File: src/rtl/mem_bus_ctrl_pkg.sv
// Shared types and decode constants for the CPU-to-peripheral bus controller.
// Regions, FSM states and address-field positions live here.
package mem_bus_ctrl_pkg;

  typedef enum logic [1:0] {
    REG_RAM   = 2'd0,
    REG_GPIO  = 2'd1,
    REG_UART  = 2'd2,
    REG_TIMER = 2'd3
  } region_e;

  typedef enum logic [1:0] {
    S_IDLE   = 2'd0,
    S_ACCESS = 2'd1,
    S_RESP   = 2'd2,
    S_ERR    = 2'd3
  } state_e;

  localparam int UPPER_LSB  = 18;
  localparam int REGION_MSB = 17;
  localparam int REGION_LSB = 16;

endpackage

File: src/rtl/mem_bus_ctrl_decode.sv
// Combinational address decoder: mapped flag plus region index.
// Addresses with any bit set at or above UPPER_LSB are unmapped.
import mem_bus_ctrl_pkg::*;

module bus_addr_decode #(
  parameter int WIDTH = 32
) (
  input  logic [WIDTH-1:0] addr,
  output logic             mapped,
  output region_e          region
);

  assign mapped = (addr[WIDTH-1:UPPER_LSB] == '0);
  assign region = region_e'(addr[REGION_MSB:REGION_LSB]);

endmodule

File: src/rtl/mem_bus_ctrl.sv
// Single-outstanding bus controller: decodes a CPU request, drives one
// peripheral until it is ready or a wait limit expires, then responds.
import mem_bus_ctrl_pkg::*;

module mem_bus_ctrl #(
  parameter int WIDTH   = 32,
  parameter int TIMEOUT = 255
) (
  input  logic             clk,
  input  logic             rst,
  input  logic             req_valid,
  input  logic             req_we,
  input  logic [WIDTH-1:0] req_addr,
  input  logic [WIDTH-1:0] req_wdata,
  output logic             req_ready,
  output logic             resp_valid,
  output logic             resp_err,
  output logic [3:0]       per_sel,
  output logic             per_we,
  output logic [15:0]      per_addr,
  output logic [WIDTH-1:0] per_wdata,
  input  logic [3:0]       per_ready,
  output logic [1:0]       rdsel
);

  localparam logic [7:0] TO = 8'(TIMEOUT);

  state_e           state_q, state_d;
  region_e          region_q, region_d;
  logic             we_q, we_d;
  logic [15:0]      addr_q, addr_d;
  logic [WIDTH-1:0] wdata_q, wdata_d;
  logic             err_q, err_d;
  logic [1:0]       rdsel_q, rdsel_d;
  logic [7:0]       cnt_q, cnt_d;

  logic    dec_mapped;
  region_e dec_region;

  bus_addr_decode #(
    .WIDTH(WIDTH)
  ) u_dec (
    .addr  (req_addr),
    .mapped(dec_mapped),
    .region(dec_region)
  );

  always_comb begin
    state_d  = state_q;
    region_d = region_q;
    we_d     = we_q;
    addr_d   = addr_q;
    wdata_d  = wdata_q;
    err_d    = err_q;
    rdsel_d  = rdsel_q;
    cnt_d    = cnt_q;
    unique case (state_q)
      S_IDLE: begin
        if (req_valid) begin
          cnt_d = '0;
          if (dec_mapped) begin
            region_d = dec_region;
            we_d     = req_we;
            addr_d   = req_addr[15:0];
            wdata_d  = req_wdata;
            rdsel_d  = dec_region;
            state_d  = S_ACCESS;
          end else begin
            state_d = S_ERR;
          end
        end
      end
      S_ACCESS: begin
        if (cnt_q != TO) cnt_d = cnt_q + 8'd1;
        // Ready beats a simultaneous timeout.
        if (per_ready[region_q]) begin
          err_d   = 1'b0;
          state_d = S_RESP;
        end else if (cnt_q >= TO - 8'd1) begin
          err_d   = 1'b1;
          state_d = S_RESP;
        end
      end
      S_RESP:  state_d = S_IDLE;
      S_ERR:   state_d = S_IDLE;
      default: state_d = S_IDLE;
    endcase
  end

  always_ff @(posedge clk) begin
    if (rst) begin
      state_q  <= S_IDLE;
      region_q <= REG_RAM;
      we_q     <= 1'b0;
      addr_q   <= '0;
      wdata_q  <= '0;
      err_q    <= 1'b0;
      rdsel_q  <= '0;
      cnt_q    <= '0;
    end else begin
      state_q  <= state_d;
      region_q <= region_d;
      we_q     <= we_d;
      addr_q   <= addr_d;
      wdata_q  <= wdata_d;
      err_q    <= err_d;
      rdsel_q  <= rdsel_d;
      cnt_q    <= cnt_d;
    end
  end

  always_comb begin
    req_ready  = (state_q == S_IDLE);
    resp_valid = (state_q == S_RESP) || (state_q == S_ERR);
    resp_err   = (state_q == S_ERR) || ((state_q == S_RESP) && err_q);
    per_sel    = '0;
    per_we     = 1'b0;
    if (state_q == S_ACCESS) begin
      per_sel = 4'b0001 << region_q;
      per_we  = we_q;
    end
  end

  assign per_addr  = addr_q;
  assign per_wdata = wdata_q;
  assign rdsel     = rdsel_q;

endmodule

File: config.mk
export PLATFORM = sky130hd
export DESIGN_NAME = mem_bus_ctrl
export DESIGN_NICKNAME = d
export VERILOG_FILES = /design/src/rtl/mem_bus_ctrl_pkg.sv /design/src/rtl/mem_bus_ctrl_decode.sv /design/src/rtl/mem_bus_ctrl.sv
export SDC_FILE = /design/constraint.sdc
export NUM_CORES = 1
export LEC_CHECK = 0
export CAP_MARGIN = 20
export CORE_MARGIN = 5
export CORE_UTILIZATION = 38
export DETAILED_ROUTE_END_ITERATION = 12
export PLACE_DENSITY = 0.85
export SYNTH_ARGS = -nofsm -noshare
export SYNTH_HDL_FRONTEND = slang
export SYNTH_SLANG_ARGS = --single-unit
export TNS_END_PERCENT = 100
File: constraint.sdc
create_clock -name clk -period 1.7 [get_ports clk]
set_clock_uncertainty 0.1 [all_clocks]
set_input_delay 0.255 -clock clk [delete_from_list [all_inputs] [get_ports clk]]
set_output_delay 0.255 -clock clk [all_outputs]
set_load 0.05 [all_outputs]
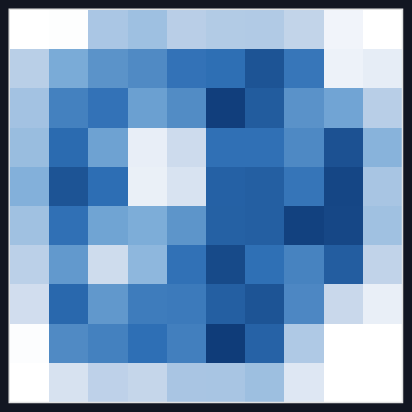
Fig. 1. Cell area per tile.
(4 px per µm) The die is cut into 10 by 10 equal tiles; white is low, dark blue is high, 0 to 100% covered.
tiles over 75% full: 20%
fullest tile: 95%
nearly empty tiles: 9.0%
emptiest ninth of the die: lower right
Layout Utilization: 0.636
core area: 0.00765 mm²
floorplan utilization: 0.384

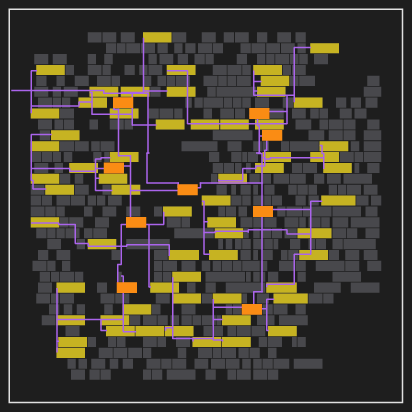
Fig. 2. Routed clock nets over the placement.
(4 px per µm)
legend:
  clock wires:
    color: purple
    length: 790 µm
  flip-flops:
    color: yellow
    count: 62
  clock drivers:
    color: orange
    count: 9
routed clock nets: 10
flops lie: spread over the die
clk_lat worst skew: 0.33 ns
power share of the clock group: 0.386
Clk. pwr: 0.00119 W

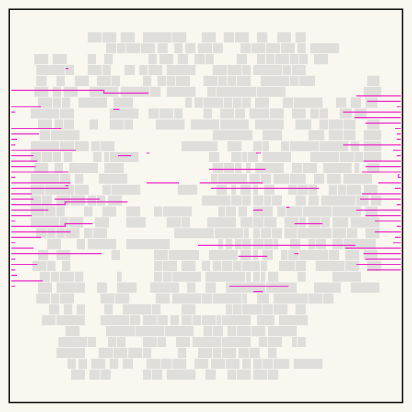
Fig. 3. Signal wires on met3.
(4 px per µm)
wire length on this layer: 647 µm
share of all routed wire: 7.5%
longest straight run: 39.1 µm
main direction: horizontal
nets with wire on the layer: 74
final WL: 8.64 mm
total number of vias: 2,672
met3 Use GR: 0.0593

==> results.cfg <==
; physical design summary
[floorplanning]
num_rows = 32
io_pins = 130
fp.dieH_um = 98.0
die_area_mm2 = 0.00960
die_w_um = 98.0

[placement]
pre_cts_ws_ns = -0.457
gp_congestion = 0.829
dp.cells = 531
placed_area_mm2 = 0.00439
dp.final_hpwl_mm = 5.81
port_buffers = 129

[global_route]
grt_use_met2 = 0.302
overflow = 0
grt_pass1_wl_mm = 13.6
grt_max_degree = 69
grt.busiest_layer = met2
antenna_found_initial = 0
grt.total_usage = 0.175
grt_pass1_vias = 2812

[power]
p_switching_w = 0.000688
powerDensity_mw_per_mm2 = 635
cell_internal_pwr_w = 0.00240
power_frac_seq = 0.474
top_power_group = registers
p_seq_w = 0.00146
combPwrFrac = 0.140
max-vdd-ir-drop_v = 0.000423
p_comb_w = 0.000433
netSwitchingFraction = 0.223
leakagePower_nw = 1.87
p_total_w = 0.00309

[synthesis]
ys.warnings.count = 0
async_reset_ff_frac = 0
synth_area_leader_cell = dfxtp_1
synthCells = 301
topCellsByArea = dfxtp_1 42%, nand2b_1 21%, mux2i_1 17%, buf_6 2.3%, clkbuf_1 1.4%
ys_cells = 301
synth.top_cell.area_share = 0.422
ys_ff = 62
synth_cell_types = 35
syn-mean-instance-area_um2 = 9.77
syn_nets = 375
ys_seq_share = 0.422
edf_count = 0
synthFlopType = dfxtp_1
ys_area_mm2 = 0.00294
syn-cell-area_mm2 = 0.00294

[status]
violations = setup timing
status = finished with violations

[routing]
routed.top_layer = met4
dr.pass1.iters = 4
wl_met2_mm = 4.39
routedWlPerCell_um = 15.3
drc = 0
wl_met3_um = 646
drt_iter0_drc = 91
postRouteAntennaNets = 0
wl_met1_mm = 3.48
vias_per_cell = 4.75

[sta]
rsz0062_at_grt = true
min_period_ns = 1.74
hold_viol_final = 0
setup-tns-final_ns = -0.0645
layout_setup_ws_ns = -0.0360
timing.fmax_ghz = 0.576
finalSetupViolations = 2
worstMarginPinSlew_ns = 0.485
holdWs_ns = 0.276
fin_crit_sh = 1.02
slew_headroom = 0.677
maxSlewViolCount = 0

[setup_path]
cp.required_ns = 1.34
critPathArrivalTime_ns = 1.38
cp-start-kind = flip-flop
cp_max_fo = 6
rrSetupSlack_ns = 0.05
worstSetupEndpointType = output pin
crit_type = flip-flop to output pin

[finish]
fin_area_mm2 = 0.00486
drive_gt1_frac = 0.273
layout.nets = 531
most-common-layout-cells = 101 x nand2b_1, 71 x buf_4, 58 x clkdlybuf4s50_1
fin_cells = 563
syn_to_final_growth_pct = 65.4
antenna_cells = 0
layout_top_cell = nand2b_1

[clock_tree]
cts_max_level = 3
cts_tree = yes
cts_root_buffer = clkbuf_8
cts_hold_buf = 0
clkTransAtPathRegs_ns = 0.07
cts.path.max_buffers = 2

[worst_hold_path]
min_path_type = primary input to flip-flop

[run]
openroad.warnings = 30
max_cap_violations = 0
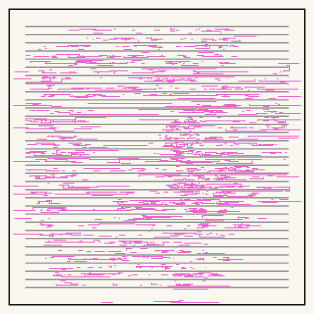
Fig. 4. Signal wires on met1.
(3 px per µm) Supply wires on this layer in gray.
wire length on this layer: 3,480 µm
share of all routed wire: 40%
main direction: horizontal
nets with wire on the layer: 480
longest straight run: 38.2 µm
met1 global-route usage: 0.201

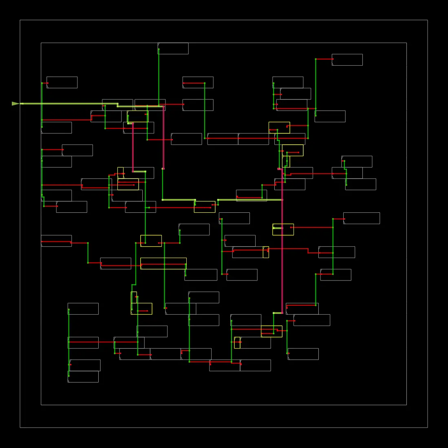
Fig. 5. Clock wiring as the flow saved it.
CLK BUF: 13
seq_cells: 62
CTS Sinks: 62
total CTS buffers: 9

[kinds of logic (layout without fill, tap and decap cells)]
logic type,count (synthesis),in the layout,synth area share
buffers and inverters,21,181,0.0430
adders and majority gates,2,2,0.00851
and+or+nand+nor,142,142,0.295
AOI/OAI and AO/OA,21,21,0.0472
DFF,62,62,0.422
muxes,52,52,0.181
xor gates and xnor gates,1,1,0.00298
[critical path, stage by stage, from the launching register on]
cell and delay (ns):
dfxtp_4 0.38, or2b_4 0.30, nor3b_4 0.21, buf_12 0.16
[final timing paths]
check	from	endpoint	depth (start not counted)
worst max-delay path	state_q[0]	per_sel[2]	3
worst min-delay path	rst	cnt_q[7]	4
worst max register to register	cnt_q[2]	cnt_q[5]	4
worst min register to register	per_wdata[14]	per_wdata[14]	2
[state kept, by name, summed over array words and instances, names as in the netlist]
register   count
we_q           1
cnt_q          8
per_wdata     32
state_q        2
per_addr      16
err_q          1
rdsel          2
[final cells by class]
class	instances	area [µm²]
Timing Repair Buffer	164	1670
Clock inverter	2	35.0
Sequential cell	62	1250
Fill cell	620	2780
Clock buffer	13	139
Tap cell	102	128
Inverter	2	7.51
Multi-Input combinational cell	218	1630
[repair_timing]
action	4_1_cts	5_1_grt
resized	30	8
hold endpoints to repair	0	0
buffers inserted	12	2
pin swaps	6	7
gates cloned	5	1
setup endpoints to repair	57	59
[cells in the mapped netlist, drive strengths merged, types with 4 or more instances]
| cell | number |
|---|---|
| nand2 | 7 |
| o211ai | 4 |
| buf | 8 |
| a21oi | 8 |
| or4 | 4 |
| nand4 | 4 |
| nor2 | 7 |
| clkbuf | 11 |
| nand2b | 101 |
| dfxtp | 62 |
| mux2i | 51 |
Power and IR drop assume default switching activity.
